run_1/m1.png
Drawn at 4 px/um. Supply wires on this layer in gray. Cells faint in the background.
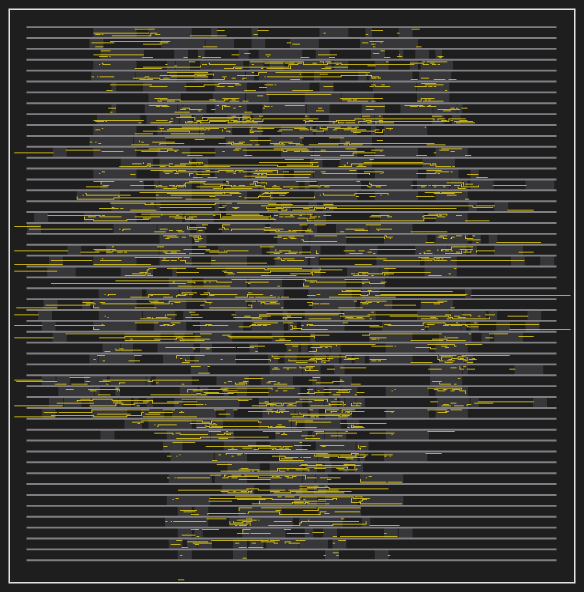
run_1/util_map.png
Drawn at 2 px/um. 14 x 14 tiles, from dark blue (low) to red (high), 0 to 100% covered.
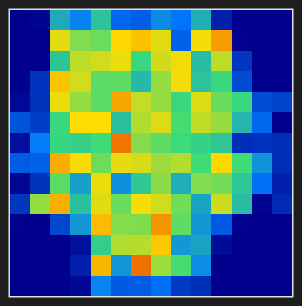
run_1/sizing.png
Drawn at 2 px/um.
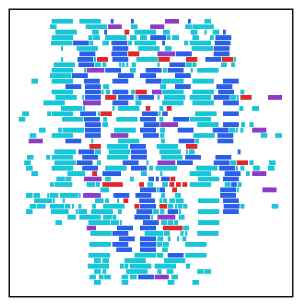
Design alu_wb_queue, sky130hd; sources not shown.
==> results_slide.txt, run 1 <==
Key Metrics from the Run

Status
  – Failing checks: capacitance limit, slew limit
  – Outcome: finished, violations left

Clock tree
  – Clk slew on worst S/H paths: 0.05 ns

Power and ir drop
  – P_leak: 2.41 nW

Timing
  – Hold WS: 0.636 ns
  – Pins Over Slew Limit: 28
  – Final tally of setup violations: 0
  – Slew margin rel.: -20.6%

Setup path
  – Kind of critical path: flip-flop to output pin
  – WP buf/inv: 2
  – CP required: 4.34 ns
  – CP peak stage delay: 1.42 ns

Flow run
  – Max-cap viol count: 2
  – Tool Warnings: 31

Synth
  – Top cells by area: edfxtp_1 39%, mux4_2 37%, dfrtp_1 2.9%
  – Warnings from Yosys: 0

Floorplanning
  – Core Rows: 49
  – Die height: 143 um

Final layout
  – Ant. Diodes: 0

Worst hold path
  – Hold Path Stages: 1
Notes on m1.png above:
longest straight run = 52.9 um
nets with wire on the layer = 436
DR vias: 4001
met1 usage: 19.0%
final wirelength: 15400 um

Notes on util_map.png above:
tiles over 75% full = 7.1%
emptiest ninth of the die = south-east
nearly empty tiles = 24%
fullest tile = 87%
core area: 17700 um2
floorplan utilization: 34.5%
fin util: 42.3%

Notes on sizing.png above:
red -> x3 and x4  # cells 27
blue -> x2  # cells 114, most used mux4_2
cyan -> x1 and smaller  # cells 283, most used edfxtp_1
purple -> x6 and larger  # cells 20
fin area: 7470 um2
bufs w/o clock: 85
area grow syn2layout: 22.5%
setup ws final: 0.438 ns

==> run 1: cell type report <==
cell class,instances,share of cell area [%]
Clock inverter,1,0.0670
Tap cell,229,3.83
Multi-Input combinational cell,245,46.1
Sequential cell,87,34.6
Clock buffer,15,3.58
Timing Repair Buffer,85,11.3
Inverter,11,0.553
==> run 1: stage by stage <==
stage | power [mW] | setup slack, ns | util, % | area (um2)
6_report | 5.39 | 0.438 | 42.3 | 7470
5_1_grt | 5.68 | 0.194 | 42.3 | 7470
4_1_cts | 5.68 | 0.501 | 43.1 | 7600
3_5_place_dp | 5.06 | 0.841 | 41.5 | 7330
3_3_place_gp | 5.01 | 0.872 | 41.5 | 7330
2_1_floorplan | 3.88 | -0.0725 | - | 6250
==> run 1: routing by layer <==
metal	track usage, %	vias to the layer above
met2	27.4	141
met5	-	-
met3	2.01	17
li1	-	1743
met1	19.0	2100
met4	5.86	0
==> run 1: logic make-up after synthesis <==
group           count (synthesis)  synth area share [%]
compound gates                 40                  5.13
xor+xnor                       16                  2.30
fa+ha+maj                      11                  2.38
buf+inv                        49                  3.75
flops                          87                  42.3
mux                           100                  37.0
simple gates                   78                  7.18
==> run 1: where the power goes <==
| group | internal [mW] | switching, mW | total (mW) |
|---|---|---|---|
| registers | 0.916 | 0.182 | 1.10 |
| logic | 1.63 | 2.06 | 3.69 |
| clock network | 0.357 | 0.246 | 0.603 |
| total | 2.90 | 2.49 | 5.39 |
==> run 1 -> run 2 <==
--- a/config.mk
+++ b/config.mk
@@ -10,7 +10,7 @@
 export DETAILED_ROUTE_END_ITERATION = 16
 export DIE_AREA = 0 0 141 143
 export MAX_ROUTING_LAYER = met4
-export RECOVER_POWER = 100
+export RECOVER_POWER = 50
 export SYNTH_ARGS = -nofsm -noshare
 export SYNTH_HDL_FRONTEND = slang
 export SYNTH_SLANG_ARGS = --single-unit
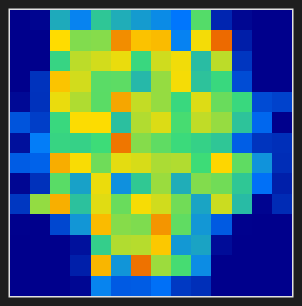
run_2/util_map.png
Drawn at 2 px/um. 14 x 14 tiles, from dark blue (low) to red (high), 0 to 100% covered.
mean over tiles = 36%
emptiest ninth of the die = south-east
fullest tile = 88%
tiles over 75% full = 7.7%
fin util: 43.0%

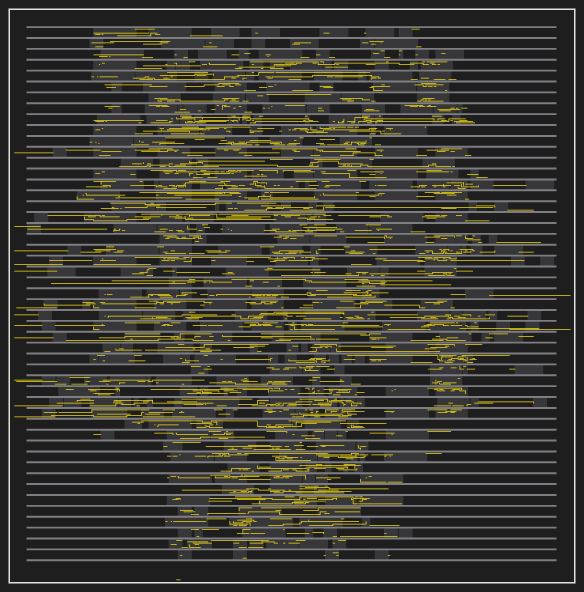
run_2/m1.png
Drawn at 4 px/um. Supply wires on this layer in gray. Cells faint in the background.
main direction = horizontal
wire length on this layer = 5790 um
final wirelength: 15300 um

==> run 2 against run 1 <==
  * The run still ends with capacitance limit, slew limit left
  * Synthesized cell count unchanged
  * First-iteration DRC count decreased by 6.6%
  * Core utilization increased by 0.70 points
  * Clock skew about the same
  * Via count unchanged
  * Critical endpoint is now wb_data[15]
  * Largest cell class unchanged
==> results_slide.txt, run 2 <==
Key Metrics from the Run

Status
  – Outcome: finished, violations left
  – Failing checks: capacitance limit, slew limit

Synth
  – Most used flip-flop cell: edfxtp_1
  – Warnings from Yosys: 0 (unchanged)
  – Post-synth top cells: 99 x mux4_2, 80 x edfxtp_1, 22 x nor2b_1, 18 x nor2_1, 17 x clkbuf_1
  – Top cells by area: edfxtp_1 39%, mux4_2 37%, dfrtp_1 2.9%
  – Top-area cell share: 39.4%
  – Synthesis area per yosys: 6100 um2

Setup path
  – Crit path DAT: 3.81 ns
  – WP buf/inv: 2 (unchanged)
  – Worst path top cell family by delay: simple AND/OR/NAND/NOR gates
  – CP required: 4.34 ns (about the same)
  – Reg2Reg Depth: 9
  – CP peak stage delay: 1.38 ns (-0.04 ns)
  – Kind of critical path: flip-flop to output pin

Power and ir drop
  – Overall Power: 5.59 mW (+3.6%)
  – P_leak: 2.44 nW (+1.5%)
  – PD cells: 736 nW/um2

Placed design
  – Pre-CTS WS: 0.841 ns (unchanged)

Worst hold path
  – Hold Path Stages: 1 (unchanged)

Timing
  – Setup ws final: 0.521 ns (+0.0824 ns)
  – Final tally of setup violations: 0 (unchanged)
  – Slew margin rel.: -16.7% (+3.9 points)
  – Final min period: 4.58 ns
  – Final Skew: 0.00760 ns
  – Pins Over Slew Limit: 11 (-61%)

Floorplanning
  – Die height: 143 um (unchanged)
  – Floorplan utilization: 34.5% (unchanged)
  – Core Rows: 49 (unchanged)
  – Core area: 17700 um2 (unchanged)

Clock tree
  – CTS max path bufs: 2
  – Postcts setup bufs: 0
  – Hold-fix buffers at CTS: 0
  – Clk slew on worst S/H paths: 0.05 ns (about the same)

Final layout
  – Ant. Diodes: 0 (unchanged)
  – Area grow syn2layout: 24.6%
  – Nets: 478

Flow run
  – Tool Warnings: 31 (unchanged)
  – Max-cap viol count: 1 (-1)

Drt
  – DR vias: 4001 (unchanged)
[run 2: cell families (layout without fill, tap and decap cells)]
family | after synthesis | in the layout | share of synthesized area, %
AND-OR/OR-AND | 40 | 40 | 5.13
AND/OR/NAND/NOR | 78 | 78 | 7.18
flip-flops | 87 | 87 | 42.3
multiplexers | 100 | 100 | 37.0
adder cells (fa/ha/maj) | 11 | 11 | 2.38
buffers and inverters | 49 | 112 | 3.75
XOR/XNOR | 16 | 16 | 2.30
[run 2: final cells by class]
| class | instances | area share [%] |
|---|---|---|
| Clock inverter | 1 | 0.0659 |
| Timing Repair Buffer | 85 | 12.7 |
| Tap cell | 229 | 3.77 |
| Multi-Input combinational cell | 245 | 45.4 |
| Sequential cell | 87 | 34.0 |
| Clock buffer | 15 | 3.52 |
| Inverter | 11 | 0.544 |
[run 2: layer usage]
| metal | up-vias | global-route usage, % |
|---|---|---|
| met2 | 153 | 27.4 |
| met1 | 2086 | 19.0 |
| met5 | - | - |
| met4 | 0 | 5.86 |
| met3 | 15 | 2.01 |
| li1 | 1747 | - |
[run 2: through the flow]
| stage | TNS [ns] | hold WS [ns] | cell area, um2 |
|---|---|---|---|
| finish | 0 | 0.641 | 7600 |
| global route | 0 | 0.681 | 7600 |
| CTS | 0 | 0.670 | 7600 |
| global placement | 0 | 0.662 | 7330 |
| floorplan | -0.0725 | 0.469 | 6250 |
| detailed placement | 0 | 0.657 | 7330 |
[run 2: report_power, final]
part	leakage [nW]	internal, mW	switching, mW	total [mW]
sequential	0.806	0.915	0.181	1.10
clock	0.134	0.357	0.247	0.604
combinational	1.50	1.80	2.09	3.89
total	2.44	3.07	2.52	5.59
Power and IR drop assume default switching activity.
